`config.mk`:
```
export PLATFORM = sky130hd
export DESIGN_NAME = trigger_sequencer
export DESIGN_NICKNAME = d
export VERILOG_FILES = /design/src/rtl/mso_trigger_pkg.sv /design/src/rtl/trigger_qualifier.sv /design/src/rtl/trigger_sequencer.sv
export SDC_FILE = /design/constraint.sdc
export NUM_CORES = 1
export LEC_CHECK = 0
export ABC_AREA = 1
export CORE_AREA = 2 2 83 85
export DETAILED_ROUTE_END_ITERATION = 7
export DIE_AREA = 0 0 85 87
export GPL_TIMING_DRIVEN = 1
export PLACE_DENSITY = 0.83
export RECOVER_POWER = 100
export SKIP_CTS_REPAIR_TIMING = 1
export SYNTH_ARGS = -nofsm -noshare
export SYNTH_HDL_FRONTEND = slang
export SYNTH_SLANG_ARGS = --single-unit
```
`constraint.sdc`:
```
create_clock -name clk -period 6 [get_ports clk]
set_clock_uncertainty 0.05 [all_clocks]
set_input_delay 1.2 -clock clk [delete_from_list [all_inputs] [get_ports clk]]
set_output_delay 1.2 -clock clk [all_outputs]
set_load 0.01 [all_outputs]
```
`src/rtl/mso_trigger_pkg.sv`:
```
// mso_trigger_pkg: state encodings and widths shared by the trigger sequencer files
package mso_trigger_pkg;
    localparam int STATE_W = 3;
    typedef enum logic [STATE_W-1:0] {
        ST_DISARMED  = 3'd0,
        ST_HOLDOFF   = 3'd1,
        ST_ARMED     = 3'd2,
        ST_TRIGGERED = 3'd3,
        ST_DONE      = 3'd4
    } state_t;
endpackage

```
`src/rtl/trigger_qualifier.sv`:
```
// trigger_qualifier: registers the raw lines, qualifies each as level/edge and combines them
// Ports: clk, rst_n (async active-low); triggers/mask/edge_mode/polarity per line;
//        combine_all selects AND (1) or OR (0); hit and qualified are combinational from trig_q/trig_prev.
module trigger_qualifier #(
    parameter int NUM_TRIGGER_LINES = 4
) (
    input  logic                         clk,
    input  logic                         rst_n,
    input  logic [NUM_TRIGGER_LINES-1:0] triggers,
    input  logic [NUM_TRIGGER_LINES-1:0] mask,
    input  logic [NUM_TRIGGER_LINES-1:0] edge_mode,
    input  logic [NUM_TRIGGER_LINES-1:0] polarity,
    input  logic                         combine_all,
    output logic                         hit,
    output logic [NUM_TRIGGER_LINES-1:0] qualified
);
    logic [NUM_TRIGGER_LINES-1:0] trig_q, trig_prev_q, rise, fall, lvl;

    always_ff @(posedge clk or negedge rst_n) begin
        if (!rst_n) begin
            trig_q      <= '0;
            trig_prev_q <= '0;
        end else begin
            trig_q      <= triggers;
            trig_prev_q <= trig_q;
        end
    end

    assign rise      = trig_q & ~trig_prev_q;
    assign fall      = ~trig_q & trig_prev_q;
    assign lvl       = ~(trig_q ^ polarity);
    assign qualified = (edge_mode & ((polarity & rise) | (~polarity & fall))) | (~edge_mode & lvl);
    // Unmasked lines are forced true for AND and false for OR; an empty mask never hits.
    assign hit = (|mask) & (combine_all ? &(qualified | ~mask) : |(qualified & mask));
endmodule

```
`src/rtl/trigger_sequencer.sv`:
```
// trigger_sequencer: arm/holdoff/armed/triggered/done sequencer over qualified trigger lines
// Ports: clk, rst_n (async active-low); arm/disarm control; trigger line config (live);
//        holdoff and post_count sampled on entry; state, trig_pulse, done, trigger_source registered.
module trigger_sequencer
    import mso_trigger_pkg::*;
#(
    parameter int NUM_TRIGGER_LINES = 4,
    parameter int HOLDOFF_WIDTH     = 16,
    parameter int POST_WIDTH        = 16
) (
    input  logic                         clk,
    input  logic                         rst_n,
    input  logic                         arm,
    input  logic                         disarm,
    input  logic [NUM_TRIGGER_LINES-1:0] triggers,
    input  logic [NUM_TRIGGER_LINES-1:0] mask,
    input  logic [NUM_TRIGGER_LINES-1:0] edge_mode,
    input  logic [NUM_TRIGGER_LINES-1:0] polarity,
    input  logic                         combine_all,
    input  logic [HOLDOFF_WIDTH-1:0]     holdoff,
    input  logic [POST_WIDTH-1:0]        post_count,
    output logic [STATE_W-1:0]           state,
    output logic                         trig_pulse,
    output logic                         done,
    output logic [NUM_TRIGGER_LINES-1:0] trigger_source
);
    logic                         hit;
    logic [NUM_TRIGGER_LINES-1:0] qualified;
    state_t                       state_q;
    logic [HOLDOFF_WIDTH-1:0]     hold_cnt_q;
    logic [POST_WIDTH-1:0]        post_cnt_q;
    logic                         trig_pulse_q, done_q;
    logic [NUM_TRIGGER_LINES-1:0] src_q;

    trigger_qualifier #(.NUM_TRIGGER_LINES(NUM_TRIGGER_LINES)) u_qual (
        .clk         (clk),
        .rst_n       (rst_n),
        .triggers    (triggers),
        .mask        (mask),
        .edge_mode   (edge_mode),
        .polarity    (polarity),
        .combine_all (combine_all),
        .hit         (hit),
        .qualified   (qualified)
    );

    // Counters are loaded with N-1 so that each timed state lasts exactly N cycles.
    always_ff @(posedge clk or negedge rst_n) begin
        if (!rst_n) begin
            state_q      <= ST_DISARMED;
            hold_cnt_q   <= '0;
            post_cnt_q   <= '0;
            trig_pulse_q <= 1'b0;
            done_q       <= 1'b0;
            src_q        <= '0;
        end else begin
            trig_pulse_q <= 1'b0;
            if (disarm) begin
                state_q    <= ST_DISARMED;
                hold_cnt_q <= '0;
                post_cnt_q <= '0;
                done_q     <= 1'b0;
            end else begin
                case (state_q)
                    ST_DISARMED, ST_DONE: begin
                        if (arm) begin
                            done_q <= 1'b0;
                            if (holdoff == '0) begin
                                state_q <= ST_ARMED;
                            end else begin
                                state_q    <= ST_HOLDOFF;
                                hold_cnt_q <= holdoff - 1'b1;
                            end
                        end
                    end
                    ST_HOLDOFF: begin
                        if (hold_cnt_q == '0) state_q <= ST_ARMED;
                        else hold_cnt_q <= hold_cnt_q - 1'b1;
                    end
                    ST_ARMED: begin
                        if (hit) begin
                            trig_pulse_q <= 1'b1;
                            src_q        <= qualified & mask;
                            if (post_count == '0) begin
                                state_q <= ST_DONE;
                                done_q  <= 1'b1;
                            end else begin
                                state_q    <= ST_TRIGGERED;
                                post_cnt_q <= post_count - 1'b1;
                            end
                        end
                    end
                    ST_TRIGGERED: begin
                        if (post_cnt_q == '0) begin
                            state_q <= ST_DONE;
                            done_q  <= 1'b1;
                        end else begin
                            post_cnt_q <= post_cnt_q - 1'b1;
                        end
                    end
                    default: state_q <= ST_DISARMED;
                endcase
            end
        end
    end

    assign state          = state_q;
    assign trig_pulse     = trig_pulse_q;
    assign done           = done_q;
    assign trigger_source = src_q;
endmodule

```
==> run summary <==
Synthesis and PnR results.

- The flow ran to the end, but the final reports show violations.
- The final reports fail on max-capacitance violations, max-slew violations.
- The sequential cell power reads roughly 0.00053 W.
- STA reports a reg2reg setup slack of 3.03 ns.
- The post-layout instance count excluding filler cells reads 691.
- The number of remaining DRC errors reads 0.
- Yosys mapped a number of flops with a built-in enable equal to 0.
- The post-route fraction of the period consumed by the critical path reads 0.571.
- The post-synthesis register bit count is 49.
- The met3 wire length reads between 400 and 500 um.
- The worst endpoint data arrival time is between 3 and 4 ns.
- The largest net degree at the start of global routing is approximately 50.
- The cell with the largest stage delay on the worst path reads sky130_fd_sc_hd__clkbuf_1.
- The iteration count of the initial detailed-routing pass is 5.
- The end of the worst register-to-register path is hold_cnt_q[10].
- For this run the aggregate overflow at the end of global routing stands at 0.
- The post-synthesis instance area is 3590 sq um.
- The fraction of area in non-clock buffers is 0.141.
- The largest delay contributor family on the critical path reads buffers and inverters.
- In the final report, the number of hold violations comes to 0.
- The cell-mix breakdown from Yosys lists the XOR/XNOR area share as 0.0244.
- The worst setup margin reads 2.57 ns.
- With fillers left out, the area of the finished cells amounts to between 4000 and 5000 sq um.
- The setup total negative slack is 0 ns.
- In this run the remaining antenna-violating nets after routing total 0.
- Counting the clock-network buffers in the layout gives 5.
- The post-detailed-route via-to-cell ratio is between 5 and 6.
- Combinational power for this build is about 0.00077 W.
- The utilization of the core after routing reads 0.656.
- The logic depth of the worst register-to-register path is 8.
- The worst flop-to-flop path startpoint is state[0].
- The number of tap instances is approximately 80.
- For reference, the final report shows the max-slew violation count at 50.
- During synthesis, Yosys emitted a total of 0 warnings.
- Per the synthesis report, the AND-OR/OR-AND share of the synthesized area is 0.0808.
- The leakage power reads ~2.1 nW.
- The cell sequence reported for the critical path is buf_2 -> clkbuf_1.
- The HPWL after detailed placement reads 6.52 mm.
- The Yosys chip area is roughly 3600 sq um.
- Sorting the synthesis cell report by count puts at the top sky130_fd_sc_hd__nand2_1.
- The layout has 62 buffers outside the clock class.
- The number of buffers on the longest clock path reads 2.
- The violation tally from detailed-route iteration zero reads ~320.
- Clock tree synthesis inserted a total of 5 buffers.
- The total internal power is 0.000790 W.
- The number of standard cells after synthesis is about 550.
- Of the total power, the share spent switching nets is 0.479.
- Of the total standard cell area in the layout, the sequential portion is 0.285.
- The power report attributes to the sequential group a share of 0.349.
- The number of inverters outside the clock class in the layout reads 64.
- The fraction of cell area in multi-input combinational cells is reported as 0.472.
- Counting flops with an async set or reset pin after synthesis yields a share of 1.00.
- The registers reported with the highest flop counts are hold_cnt_q x16, post_cnt_q x16.
- The main area contributors are sky130_fd_sc_hd__dfrtp_1 34%, sky130_fd_sc_hd__nand2_1 22%, sky130_fd_sc_hd__nand3_1 7.7%.
- Setup repair after global routing left no endpoint under its margin.
- The standard-cell row count is 30.
- The clock distribution area overhead in the final layout reads 0.0227.
- The count of buffer and inverter cells on the critical path is 2.
- The final weighted congestion in routability-driven placement is 0.900.
- The switching power reads 0.000726 W.
- The wire length the detailed router placed on met1 is ~3.8 mm.
- The combinational share of power is 0.508.
- Per the post-CTS timing run, clock transition at the registers of the reported paths is roughly 0.10 ns.
- Among all flip-flop cells after synthesis, the most frequent one is sky130_fd_sc_hd__dfrtp_1.
- The number of max-cap violations is 1.
- The commonest cells after synthesis are 206 x sky130_fd_sc_hd__nand2_1, 58 x sky130_fd_sc_hd__inv_1, 57 x sky130_fd_sc_hd__nor2_1.
- Per the skew report, the later register of the worst-skew pair sees a clock latency of 0.31 ns.
- The clock tree synthesis step divided the H-tree into 2 levels.
- The via count of the first global-routing pass is around 3,500.
- Once placement completed, the tool counted placed cells totaling a little under 700.
- In the synthesized netlist, the dominant kind of combinational cell is simple AND/OR/NAND/NOR gates.
- The share of the Yosys chip area taken by registers is 0.341.
- The post-synthesis to final-layout area growth is 19.8%.
- The flop count reads roughly 49.
- The number of stages on the worst setup path is 2.
- The transition time recorded at the tightest slew-check pin is 2.73 ns.
- The final timing report derives a shortest allowable period of roughly 3.4 ns.
- The maximum single-stage delay on the critical path is around 1.9 ns.
- The type of origin of the critical path reads a primary input.
- The critical path start-end classification is primary input to asynchronous set/reset pin.
- The launch point of the worst min-delay path is recorded as u_qual.trig_q[0].
- The global-route wire length before repair reads between 10 and 15 mm.
- The top contributor to total power reads combinational logic.
- Across the VDD grid, the largest voltage drop is ~0.21 mV.
- In the Yosys stats the netlist draws on 32 distinct library cells.
- The overall routing resource usage reads 0.245.
- The simple-gate area share of the yosys netlist reads 0.454.
- The launching instance or port of the critical path reads rst_n.
- The final hold slack is 0.364 ns.
- The routed length per placed instance is 12.6 um.
- The final-report setup violation count is 0.
- The endpoint with the worst hold slack reads u_qual.trig_prev_q[0].
- The wire length on met2 reads 4.39 mm.
- The mux cell area share after synthesis is 0.
- The endpoint required time on the critical path reads approximately 5.8 ns.
- The combined area of the multi-input logic cells is between 2000 and 2500 sq um.
- The leading cell category by total area reads logic gates.
- The pre-placement core utilization is 0.547.
- The cell at the root of the clock tree reads sky130_fd_sc_hd__clkbuf_8.
- The achievable frequency is just under 300 MHz.
- The share of layout cells above drive strength 1 reads 0.0671.
- The most critical min-delay path falls under register to register.
- The endpoint class of the critical path is an asynchronous set/reset pin.
- In this run, power in the clock network comes to ~0.00022 W.
- In this run the full chip footprint comes out at between 7000 and 8000 sq um.
- The top logic cell by instance count in the layout is sky130_fd_sc_hd__nand2_1.
- TritonCTS built the clock tree.
- The number of antenna violations at the first check in global routing is 0.
- The antenna diode count reads 0.
- OpenSTA, run right after detailed placement, puts the worst setup slack at around 2.4 ns.
- The post-synthesis cell count from yosys is 554.
- The global-route met3 utilization reads 0.0379.
- The clock net sink count is 49.
- The top layer used by detailed routing reads met4.
- The layer carrying the most global-route usage reads met2.
- The clock network power share reads 0.143.
- After detailed routing, the total wire length is between 8 and 9 mm.
- The area of placed instances reads around 4200 sq um.
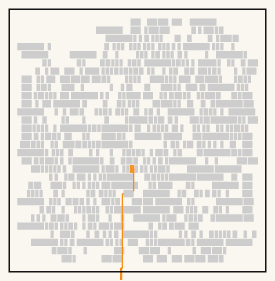
Fig. 1. Wires at chosen ports, followed through buffers.
Drawn at 3 px/um.
legend:
  orange:
    port: arm
    bits: 1
    direction: input
    edge: bottom
    end_cells: 1
    buffers: 1
    wire: 33.7 um
input/output buffers: 61
Top Ports: 62

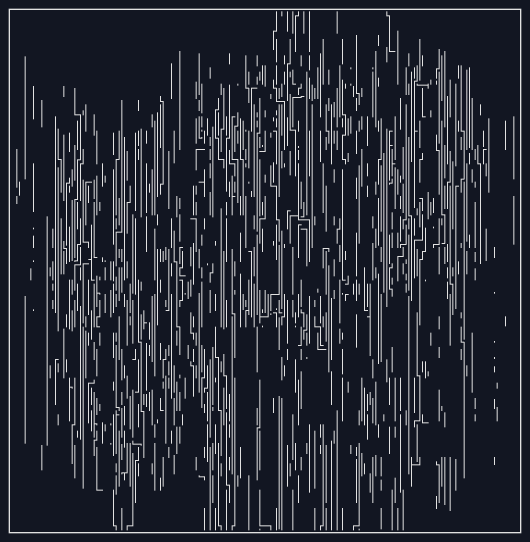
Fig. 2. Metal 2.
Drawn at 6 px/um.
wire length on this layer: 4,390 um
nets with wire on the layer: 529
global routing met2 resource utilization: 0.442
total number of vias: 3,675

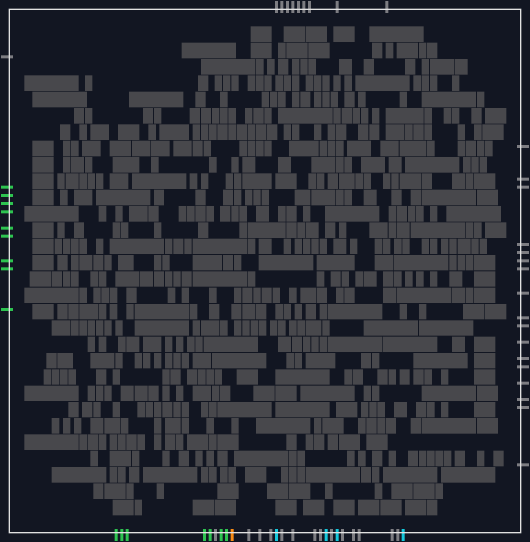
Fig. 3. Pin placement.
Drawn at 6 px/um. Pins as bars across the die edge, other pins in gray.
legend:
  orange:
    port: arm
    pins: 1
    direction: input
    edge: bottom
  cyan:
    port: edge_mode
    pins: 4
    direction: input
    edge: bottom
  green:
    port: holdoff
    pins: 16
    direction: input
    edge: 9 left, 7 bottom
overall die height: 87 um
DIE WIDTH: 85 um

Power is estimated from default activity; no workload was simulated.
